**src/rtl/uart_password_top.sv**
```systemverilog
// UART password gate: 8N1 receiver and transmitter, prompt, password compare, GRANTED/DENIED report.
// Optional feature macro UART_ECHO_EN: echo '*' for every accepted password byte.
module uart_password_top #(
    parameter int          DELAY_FRAMES = 234,
    parameter int          PASS_LEN     = 4,
    parameter logic [31:0] PASSWORD     = "1a2B"
) (
    input  logic       clk,
    input  logic       btn,
    input  logic       uartRx,
    output logic       uartTx,
    output logic [5:0] led
);
    localparam int               CNT_W      = $clog2(DELAY_FRAMES + 1);
    localparam logic [CNT_W-1:0] BIT_LAST   = CNT_W'(DELAY_FRAMES - 1);
    localparam logic [CNT_W-1:0] HALF_LAST  = CNT_W'(DELAY_FRAMES / 2 - 1);
    localparam logic [2:0]       COUNT_LAST = 3'(PASS_LEN - 1);

    typedef enum logic [1:0] {RX_IDLE, RX_START, RX_DATA, RX_STOP} rx_state_t;
    typedef enum logic [1:0] {TX_IDLE, TX_START, TX_DATA, TX_STOP} tx_state_t;
    typedef enum logic [1:0] {SEQ_PROMPT, SEQ_COLLECT, SEQ_REPORT, SEQ_DONE} seq_state_t;

    // ---------------- receiver ----------------
    logic             r_rx_sync1, r_rx_sync2;
    rx_state_t        r_rx_state, w_rx_state_next;
    logic [CNT_W-1:0] r_rx_cnt, w_rx_cnt_next;
    logic [2:0]       r_rx_bit, w_rx_bit_next;
    logic [7:0]       r_rx_shift, w_rx_shift_next;
    logic             r_rx_valid, w_rx_valid_next;

    always_ff @(posedge clk) begin
        if (!btn) begin
            r_rx_sync1 <= 1'b1;
            r_rx_sync2 <= 1'b1;
            r_rx_state <= RX_IDLE;
            r_rx_cnt   <= '0;
            r_rx_bit   <= '0;
            r_rx_shift <= '0;
            r_rx_valid <= 1'b0;
        end else begin
            r_rx_sync1 <= uartRx;
            r_rx_sync2 <= r_rx_sync1;
            r_rx_state <= w_rx_state_next;
            r_rx_cnt   <= w_rx_cnt_next;
            r_rx_bit   <= w_rx_bit_next;
            r_rx_shift <= w_rx_shift_next;
            r_rx_valid <= w_rx_valid_next;
        end
    end

    always_comb begin
        w_rx_state_next = r_rx_state;
        w_rx_cnt_next   = r_rx_cnt + 1'b1;
        w_rx_bit_next   = r_rx_bit;
        w_rx_shift_next = r_rx_shift;
        w_rx_valid_next = 1'b0;
        case (r_rx_state)
            RX_IDLE: begin
                w_rx_cnt_next = '0;
                if (!r_rx_sync2) w_rx_state_next = RX_START;
            end
            RX_START: begin
                // A start bit that is gone by mid-bit is treated as a glitch
                if (r_rx_cnt == HALF_LAST) begin
                    w_rx_cnt_next   = '0;
                    w_rx_bit_next   = '0;
                    w_rx_state_next = r_rx_sync2 ? RX_IDLE : RX_DATA;
                end
            end
            RX_DATA: begin
                if (r_rx_cnt == BIT_LAST) begin
                    w_rx_cnt_next   = '0;
                    w_rx_shift_next = {r_rx_sync2, r_rx_shift[7:1]};
                    w_rx_bit_next   = r_rx_bit + 3'd1;
                    if (r_rx_bit == 3'd7) w_rx_state_next = RX_STOP;
                end
            end
            RX_STOP: begin
                if (r_rx_cnt == BIT_LAST) begin
                    w_rx_cnt_next   = '0;
                    w_rx_valid_next = r_rx_sync2;
                    w_rx_state_next = RX_IDLE;
                end
            end
            default: w_rx_state_next = RX_IDLE;
        endcase
    end

    // ---------------- transmitter ----------------
    tx_state_t        r_tx_state, w_tx_state_next;
    logic [CNT_W-1:0] r_tx_cnt, w_tx_cnt_next;
    logic [2:0]       r_tx_bit, w_tx_bit_next;
    logic [7:0]       r_tx_data, w_tx_data_next;
    logic             r_tx_line, w_tx_line_next;
    logic             w_tx_load;
    logic             w_src_valid;
    logic [7:0]       w_src_byte;

    always_ff @(posedge clk) begin
        if (!btn) begin
            r_tx_state <= TX_IDLE;
            r_tx_cnt   <= '0;
            r_tx_bit   <= '0;
            r_tx_data  <= '0;
            r_tx_line  <= 1'b1;
        end else begin
            r_tx_state <= w_tx_state_next;
            r_tx_cnt   <= w_tx_cnt_next;
            r_tx_bit   <= w_tx_bit_next;
            r_tx_data  <= w_tx_data_next;
            r_tx_line  <= w_tx_line_next;
        end
    end

    always_comb begin
        w_tx_state_next = r_tx_state;
        w_tx_cnt_next   = r_tx_cnt + 1'b1;
        w_tx_bit_next   = r_tx_bit;
        w_tx_data_next  = r_tx_data;
        w_tx_load       = 1'b0;
        w_tx_line_next  = 1'b1;
        case (r_tx_state)
            TX_IDLE: begin
                w_tx_cnt_next = '0;
                if (w_src_valid) begin
                    w_tx_load       = 1'b1;
                    w_tx_data_next  = w_src_byte;
                    w_tx_state_next = TX_START;
                end
            end
            TX_START: begin
                if (r_tx_cnt == BIT_LAST) begin
                    w_tx_cnt_next   = '0;
                    w_tx_bit_next   = '0;
                    w_tx_state_next = TX_DATA;
                end
            end
            TX_DATA: begin
                if (r_tx_cnt == BIT_LAST) begin
                    w_tx_cnt_next = '0;
                    w_tx_bit_next = r_tx_bit + 3'd1;
                    if (r_tx_bit == 3'd7) w_tx_state_next = TX_STOP;
                end
            end
            TX_STOP: begin
                // Chain straight into the next start bit when another byte is waiting
                if (r_tx_cnt == BIT_LAST) begin
                    w_tx_cnt_next = '0;
                    if (w_src_valid) begin
                        w_tx_load       = 1'b1;
                        w_tx_data_next  = w_src_byte;
                        w_tx_state_next = TX_START;
                    end else begin
                        w_tx_state_next = TX_IDLE;
                    end
                end
            end
            default: w_tx_state_next = TX_IDLE;
        endcase
        case (w_tx_state_next)
            TX_START: w_tx_line_next = 1'b0;
            TX_DATA:  w_tx_line_next = w_tx_data_next[w_tx_bit_next];
            default:  w_tx_line_next = 1'b1;
        endcase
    end

    assign uartTx = r_tx_line;

    // ---------------- sequencer ----------------
    seq_state_t r_seq_state, w_seq_state_next;
    logic [3:0] r_msg_ptr, w_msg_ptr_next;
    logic [2:0] r_rx_count, w_rx_count_next;
    logic       r_fail, w_fail_next;
    logic       r_granted, w_granted_next;
    logic       r_denied, w_denied_next;
    logic [7:0] w_msg_byte;
    logic [3:0] w_msg_last;
    logic       w_msg_active;
    logic       w_msg_take;
    logic       w_accept;
    logic       w_mismatch;
    logic [7:0] w_pass_bytes [4];

    for (genvar gi = 0; gi < 4; gi++) begin : g_pass
        assign w_pass_bytes[gi] = PASSWORD[31 - 8 * gi -: 8];
    end

    always_comb begin
        w_msg_byte   = 8'h00;
        w_msg_last   = 4'd0;
        w_msg_active = 1'b0;
        case (r_seq_state)
            SEQ_PROMPT: begin
                w_msg_active = 1'b1;
                w_msg_last   = 4'd10;
                case (r_msg_ptr)
                    4'd0:    w_msg_byte = "P";
                    4'd1:    w_msg_byte = "a";
                    4'd2:    w_msg_byte = "s";
                    4'd3:    w_msg_byte = "s";
                    4'd4:    w_msg_byte = "w";
                    4'd5:    w_msg_byte = "o";
                    4'd6:    w_msg_byte = "r";
                    4'd7:    w_msg_byte = "d";
                    4'd8:    w_msg_byte = ":";
                    4'd9:    w_msg_byte = 8'h0D;
                    default: w_msg_byte = 8'h0A;
                endcase
            end
            SEQ_REPORT: begin
                w_msg_active = 1'b1;
                if (r_denied) begin
                    w_msg_last = 4'd7;
                    case (r_msg_ptr)
                        4'd0:    w_msg_byte = "D";
                        4'd1:    w_msg_byte = "E";
                        4'd2:    w_msg_byte = "N";
                        4'd3:    w_msg_byte = "I";
                        4'd4:    w_msg_byte = "E";
                        4'd5:    w_msg_byte = "D";
                        4'd6:    w_msg_byte = 8'h0D;
                        default: w_msg_byte = 8'h0A;
                    endcase
                end else begin
                    w_msg_last = 4'd8;
                    case (r_msg_ptr)
                        4'd0:    w_msg_byte = "G";
                        4'd1:    w_msg_byte = "R";
                        4'd2:    w_msg_byte = "A";
                        4'd3:    w_msg_byte = "N";
                        4'd4:    w_msg_byte = "T";
                        4'd5:    w_msg_byte = "E";
                        4'd6:    w_msg_byte = "D";
                        4'd7:    w_msg_byte = 8'h0D;
                        default: w_msg_byte = 8'h0A;
                    endcase
                end
            end
            default: w_msg_active = 1'b0;
        endcase
    end

`ifdef UART_ECHO_EN
    logic r_echo_pending, w_echo_pending_next;

    // A pending echo jumps ahead of message bytes, so the report follows the last '*'
    assign w_src_valid = r_echo_pending | w_msg_active;
    assign w_src_byte  = r_echo_pending ? 8'h2A : w_msg_byte;
    assign w_msg_take  = w_tx_load & ~r_echo_pending;

    always_comb begin
        w_echo_pending_next = r_echo_pending;
        if (w_tx_load && r_echo_pending) w_echo_pending_next = 1'b0;
        if (w_accept) w_echo_pending_next = 1'b1;
    end

    always_ff @(posedge clk) begin
        if (!btn) r_echo_pending <= 1'b0;
        else      r_echo_pending <= w_echo_pending_next;
    end
`else
    assign w_src_valid = w_msg_active;
    assign w_src_byte  = w_msg_byte;
    assign w_msg_take  = w_tx_load;
`endif

    assign w_accept   = r_rx_valid && (r_seq_state == SEQ_PROMPT || r_seq_state == SEQ_COLLECT);
    assign w_mismatch = (r_rx_shift != w_pass_bytes[r_rx_count[1:0]]);

    always_comb begin
        w_seq_state_next = r_seq_state;
        w_msg_ptr_next   = r_msg_ptr;
        w_rx_count_next  = r_rx_count;
        w_fail_next      = r_fail;
        w_granted_next   = r_granted;
        w_denied_next    = r_denied;
        if (w_msg_take) begin
            if (r_msg_ptr == w_msg_last) begin
                w_msg_ptr_next   = 4'd0;
                w_seq_state_next = (r_seq_state == SEQ_PROMPT) ? SEQ_COLLECT : SEQ_DONE;
            end else begin
                w_msg_ptr_next = r_msg_ptr + 4'd1;
            end
        end
        // Reaching the full count overrides prompt progress; the byte in flight still completes
        if (w_accept) begin
            w_rx_count_next = r_rx_count + 3'd1;
            w_fail_next     = r_fail | w_mismatch;
            if (r_rx_count == COUNT_LAST) begin
                w_seq_state_next = SEQ_REPORT;
                w_msg_ptr_next   = 4'd0;
                w_granted_next   = ~(r_fail | w_mismatch);
                w_denied_next    = r_fail | w_mismatch;
            end
        end
    end

    always_ff @(posedge clk) begin
        if (!btn) begin
            r_seq_state <= SEQ_PROMPT;
            r_msg_ptr   <= 4'd0;
            r_rx_count  <= 3'd0;
            r_fail      <= 1'b0;
            r_granted   <= 1'b0;
            r_denied    <= 1'b0;
        end else begin
            r_seq_state <= w_seq_state_next;
            r_msg_ptr   <= w_msg_ptr_next;
            r_rx_count  <= w_rx_count_next;
            r_fail      <= w_fail_next;
            r_granted   <= w_granted_next;
            r_denied    <= w_denied_next;
        end
    end

    for (genvar gi = 0; gi < 4; gi++) begin : g_led
        assign led[gi] = ~(r_rx_count > 3'(gi));
    end
    assign led[4] = ~r_granted;
    assign led[5] = ~r_denied;

endmodule

```
**config.mk**
```make
export PLATFORM = sky130hd
export DESIGN_NAME = uart_password_top
export DESIGN_NICKNAME = d
export VERILOG_FILES = /design/src/rtl/uart_password_top.sv
export SDC_FILE = /design/constraint.sdc
export NUM_CORES = 1
export LEC_CHECK = 0
export CAP_MARGIN = 20
export CORE_MARGIN = 2
export CORE_UTILIZATION = 61
export CTS_CLUSTER_SIZE = 16
export DETAILED_ROUTE_END_ITERATION = 8
export PLACE_DENSITY_LB_ADDON = 0.2
export REMOVE_ABC_BUFFERS = 1
export SYNTH_ARGS = -nofsm -noshare
export SYNTH_HDL_FRONTEND = slang
export SYNTH_SLANG_ARGS = --single-unit
```
**constraint.sdc**
```tcl
create_clock -name clk -period 3.9 [get_ports clk]
set_clock_uncertainty 0.15 [all_clocks]
set_input_delay 0.78 -clock clk [delete_from_list [all_inputs] [get_ports clk]]
set_output_delay 0.78 -clock clk [all_outputs]
set_load 0.02 [all_outputs]
```
Figure 1. Placed standard cells (run 1).
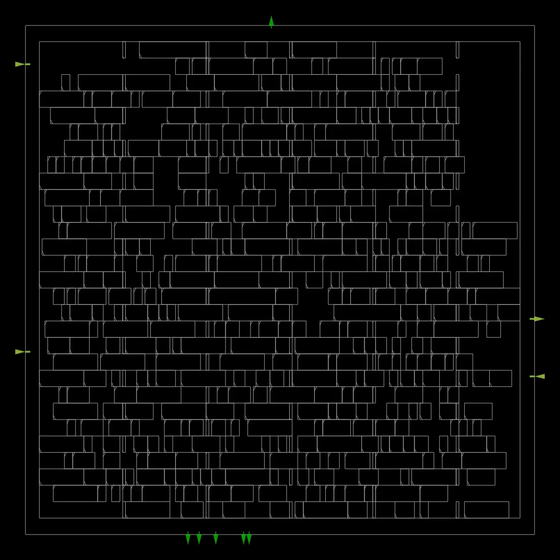
Filler cells: 492
area inside the core boundary: 6280 um2
fin cells: 536
flop share of the area: 32.9%

Figure 2. PDN straps and rails (run 1).
Scale bar: 20 um. Pins as bars on the die edge. Tap cells in gray.
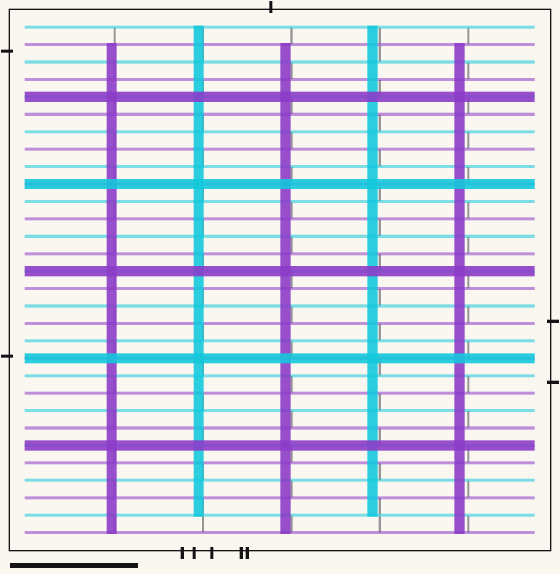
[purple] VSS
[cyan] VDD
met4 straps: 5
rows: 29
tap cells: 77
met1 rails: 30
maximum vdd ir drop: 319 uV
Die H: 84.3 um
Die Span X: 84.3 um

Figure 3. Port wiring (run 1).
Scale bar: 20 um.
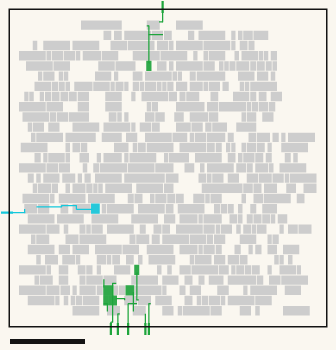
[cyan] uartRx | direction: input | edge: left | end cells: 1 | buffers: 1 | wire: 20.4 um
[green] led | direction: output | edge: 5 bottom, 1 top | end cells: 6 | buffers: 6 | wire: 71.3 um
number of I/O pins: 10
quantity of I/O buffers inserted on ports: 9

==> impl_metrics.tcl, run 1 <==
# yosys + openroad results
set metrics [dict create \
    clock_sinks 71 \
    post-synth-top-area-cell "sky130_fd_sc_hd__dfxtp_1" \
    cts_hold_buf 0 \
    power_clock_uw 733 \
    clk_path_buf_depth 2 \
    stage_log_warnings 44 \
    dr.pass1.iters 5 \
    power.leakage_nw 1.63 \
    synth_simple_gate_area_share_pct 23.8 \
    fin_worst_hold_slack_ns 0.292 \
    worst-endpoint-required_ns 4.00 \
    grt_max_degree 27 \
    finish.instance_area_um2 4320 \
    yosys.stat.seqShare_pct 36.2 \
    initial_utilization_pct 62.6 \
    ys_sh_xor_pct 3.34 \
    tritoncts "done" \
    nWellTaps 77 \
    clock_latency_at_the_later_pin_of_the_worst_skew_pair_ns 0.33 \
    layout.clock_buffers 10 \
    topRoutingLayerUsed "met4" \
    p_int_mw 1.34 \
    grtUsageMet3_pct 3.74 \
    ys_sh_adder_pct 9.87 \
    power.group.top "registers" \
    layout-drive-gt1-share_pct 8.93 \
    worst_hold_path_type "reg2reg" \
    asyncSetResetFlopFracSynth_pct 0 \
    setup-tns-final_ns 0 \
    cts_htree_levels 3 \
    ys_top_cells_by_count "sky130_fd_sc_hd__dfxtp_1 (71), sky130_fd_sc_hd__nor2_1 (66), sky130_fd_sc_hd__ha_1 (31)" \
    path_clk_slew_ns 0.08 \
    grt_setup_unrepaired "no" \
    drt-initial-drc-count 178 \
    route.vias.total 3247 \
    drc 0 \
    fraction_of_area_in_multi_input_gates_pct 54.0 \
    yosys-top-cells-area "sky130_fd_sc_hd__dfxtp_1 (36%), sky130_fd_sc_hd__ha_1 (9.9%), sky130_fd_sc_hd__nor2_1 (6.3%), sky130_fd_sc_hd__a21oi_1 (2.9%), sky130_fd_sc_hd__mux2i_1 (2.8%)" \
    synthCells 449 \
    critical-path-max-stage-delay_ns 0.57 \
    crit_family "simple AND/OR/NAND/NOR gates" \
    final-seq-area_um2 1420 \
    cp-end-kind "flip-flop" \
    slew_viol_final 0 \
    grt_pass1_wl_um 14000 \
    yosysTopAreaCellShare_pct 36.2 \
    power_frac_comb_pct 16.3 \
    layout.comb_gates.multi_input 332 \
    power_per_cell_area_nw_per_um2 426 \
    critical_path.max_fanout 12 \
    synth.yosys.num_cells 449 \
    vias_per_cell 6.06 \
    synthMuxAreaShare_pct 4.33 \
    preCtsSetupSlack_ns 0.432 \
    main_kind_of_combinational_logic_by_area "simple AND/OR/NAND/NOR gates" \
    ys.flops 71 \
    outcome "finished, final reports clean" \
    setup.worst_path.start_class "flip-flop" \
    sequential_cell_total 71 \
    dominant_cells "combinational gates" \
    grt_use_total_pct 24.0 \
    max_slew_margin_pct 54.0 \
]
Figure 4. Gate families picked out (run 1).
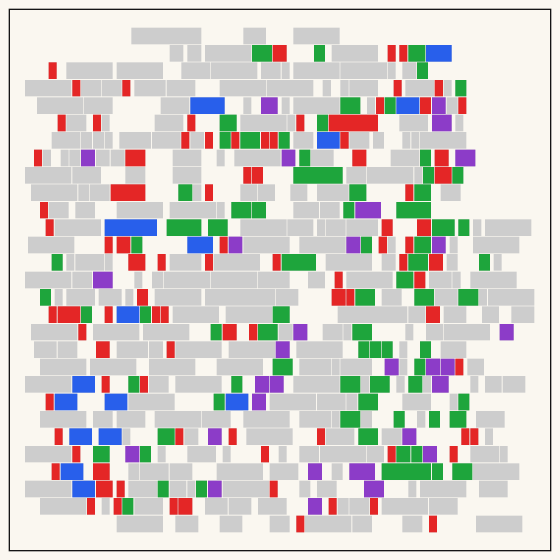

==> run 2: changes to the inputs <==
- CORE_ASPECT_RATIO: unset -> 0.5
- SLEW_MARGIN: unset -> 10
Figure 5. Gate families picked out (run 2).
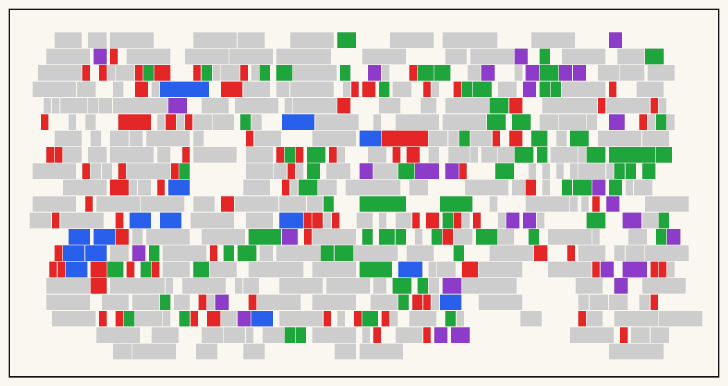
[purple] and/or cells | cells: 30 | most used: and3_1
[green] aoi and oai cells | cells: 76 | most used: a21oi_1 | where: spread over the die
[blue] mux cells | cells: 15 | most used: mux2i_1
[red] nor cells | cells: 90 | most used: nor2_1 | where: spread over the die
fin cells: 546
most instantiated logic cell after routing: sky130_fd_sc_hd__dfxtp_1
fraction of area in multi-input gates: 53.6%

==> run 2 against run 1 <==
  * Global-route usage rose by 2.4 points
  * Register-to-register slack improved by 0.10 ns
  * First-iteration DRC count up 47%
  * Maximum frequency increased by 3.1%
  * Via count fell by 0.59%
==> impl_metrics.tcl, run 2 <==
# yosys + openroad results
set metrics [dict create \
    ys_sh_adder_pct 9.87 \
    initial_utilization_pct 63.9 \
    drt-initial-drc-count 261 \
    power_per_cell_area_nw_per_um2 430 \
    preCtsSetupSlack_ns 0.491 \
    io_pins 10 \
    slew_viol_final 0 \
    dominant_cells "combinational gates" \
    floorplan.die.height_um 60.8 \
    max_slew_margin_pct 56.9 \
    critical-path-max-stage-delay_ns 0.54 \
    path_clk_slew_ns 0.06 \
    grtUsageMet3_pct 8.18 \
    synthMuxAreaShare_pct 4.33 \
    io_buffers 9 \
    grt_max_degree 27 \
    clock_latency_at_the_later_pin_of_the_worst_skew_pair_ns 0.34 \
    finish.instance_area_um2 4350 \
    grt_pass1_wl_um 14500 \
    tritoncts "done" \
    outcome "finished, final reports clean" \
    fillers 505 \
    die.size.x_um 118 \
    critical_path.max_fanout 12 \
    seq-cell-share_pct 32.7 \
    vias_per_cell 5.91 \
    main_kind_of_combinational_logic_by_area "simple AND/OR/NAND/NOR gates" \
    clk_path_buf_depth 2 \
    yosysTopAreaCellShare_pct 36.2 \
    fin_worst_hold_slack_ns 0.284 \
    final-seq-area_um2 1420 \
    post-synth-top-area-cell "sky130_fd_sc_hd__dfxtp_1" \
    layout-drive-gt1-share_pct 8.73 \
    synth.yosys.num_cells 449 \
    worst_hold_path_type "reg2reg" \
    layout.comb_gates.multi_input 332 \
]
Figure 6. Port wiring (run 2).
Scale bar: 20 um.
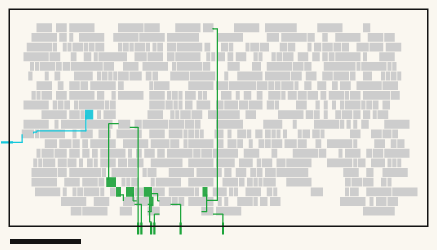

==> run 3: changes to the inputs <==
- GPL_TIMING_DRIVEN: unset -> 0
- TNS_END_PERCENT: unset -> 1
Figure 7. Port wiring (run 3).
Scale bar: 20 um.
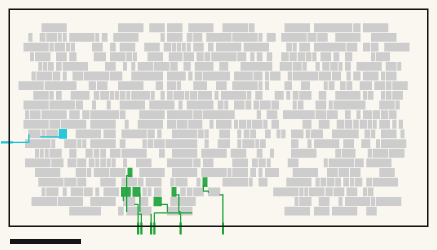
[cyan] uartRx | direction: input | edge: left | end cells: 1 | buffers: 1 | wire: 13.2 um
[green] led | direction: output | edge: bottom | end cells: 6 | buffers: 6 | wire: 72.8 um

==> run 3 against run 2 <==
  * Combinational power hardly changed
  * Power increased by 2.3%
  * Setup slack lost 0.27 ns
  * First-iteration DRC count fell by 8.4%
  * Non-clock buffer count is 2 lower
  * Via count rose by 0.68%
  * Design area up 0.12%
  * Sequential share of layout area is essentially flat
  * Flip-flop count did not move
  * Clock-buffer cell count up 1
  * Area after synthesis did not move
==> impl_metrics.tcl, run 3 <==
# yosys + openroad results
set metrics [dict create \
    outcome "finished, final reports clean" \
    io_pins 10 \
    vias_per_cell 5.97 \
    ys_sh_xor_pct 3.34 \
    cp-end-kind "flip-flop" \
    cts_htree_levels 3 \
    grt_pass1_wl_um 14000 \
    worstPathCellList "inv_1 -> ha_1 -> or2_0 -> nand2b_2 -> o21ai_1 -> nor2_1 -> ha_1 -> mux2_1 -> a221oi_2" \
    dominant_cells "combinational gates" \
    inv_count 28 \
    fraction_of_area_in_multi_input_gates_pct 53.6 \
    max_slew_margin_pct 54.8 \
    fin_total_pwr_mw 1.91 \
    clock_sinks 71 \
    area_fraction_in_compound_gates_pct 18.0 \
    hpwl_um 5910 \
    power.group.top "registers" \
    critical-path-max-stage-delay_ns 0.56 \
    buffers 9 \
    clockNetworkAreaShare_pct 6.67 \
    cts_hold_buf 0 \
    layout.comb_gates.multi_input 332 \
    drt-initial-drc-count 239 \
    clk_path_buf_depth 2 \
    grt_max_degree 28 \
    fillers 492 \
    crit_family "simple AND/OR/NAND/NOR gates" \
    critical_path.max_fanout 12 \
    p_int_mw 1.39 \
    finalSetupViolCount 0 \
    yosysTopAreaCellShare_pct 36.2 \
    stage_log_warnings 44 \
    synth_simple_gate_area_share_pct 23.8 \
    path_clk_slew_ns 0.06 \
    power_clock_uw 802 \
    asyncSetResetFlopFracSynth_pct 0 \
    layoutNonFillerInstCount 544 \
    ys_top_cells_by_count "sky130_fd_sc_hd__dfxtp_1 (71), sky130_fd_sc_hd__nor2_1 (66), sky130_fd_sc_hd__ha_1 (31)" \
    dr.pass1.iters 4 \
    layout_top_cell "sky130_fd_sc_hd__dfxtp_1" \
    clock_latency_at_the_later_pin_of_the_worst_skew_pair_ns 0.34 \
    die.size.x_um 118 \
    post-synth-top-area-cell "sky130_fd_sc_hd__dfxtp_1" \
    power_frac_comb_pct 15.8 \
    synthCells 449 \
    rr_worst_depth 9 \
    slew_viol_final 0 \
    finalHoldViolCount 0 \
    main_kind_of_combinational_logic_by_area "simple AND/OR/NAND/NOR gates" \
    synth.yosys.num_cells 449 \
    coreArea_um2 6160 \
    nWellTaps 88 \
    initial_utilization_pct 63.9 \
    peakVddDrop_uv 311 \
    seq-cell-share_pct 32.7 \
    floorplan.die.height_um 60.8 \
    grt_use_total_pct 24.9 \
    yosys.stat.seqShare_pct 36.2 \
    drc 0 \
    grt_setup_unrepaired "no" \
    topRoutingLayerUsed "met4" \
    tritoncts "done" \
    setup.worst_path.start_class "flip-flop" \
    route.vias.total 3250 \
    fin_worst_hold_slack_ns 0.256 \
    sequential_cell_total 71 \
    ys.flops 71 \
    worst_hold_path_type "reg2reg" \
    preCtsSetupSlack_ns -0.224 \
    setup-tns-final_ns 0 \
    final-seq-area_um2 1420 \
    grtUsageMet3_pct 6.67 \
    power_per_cell_area_nw_per_um2 439 \
    power.leakage_nw 1.64 \
    finish.instance_area_um2 4350 \
    layout.clock_buffers 10 \
    synthMuxAreaShare_pct 4.33 \
    chip_area_um2 7140 \
    yosys-top-cells-area "sky130_fd_sc_hd__dfxtp_1 (36%), sky130_fd_sc_hd__ha_1 (9.9%), sky130_fd_sc_hd__nor2_1 (6.3%), sky130_fd_sc_hd__a21oi_1 (2.9%), sky130_fd_sc_hd__mux2i_1 (2.8%)" \
    crit_start "r_tx_state[0]" \
    syn_to_final_growth_pct 10.7 \
]
Power and IR drop assume default switching activity.
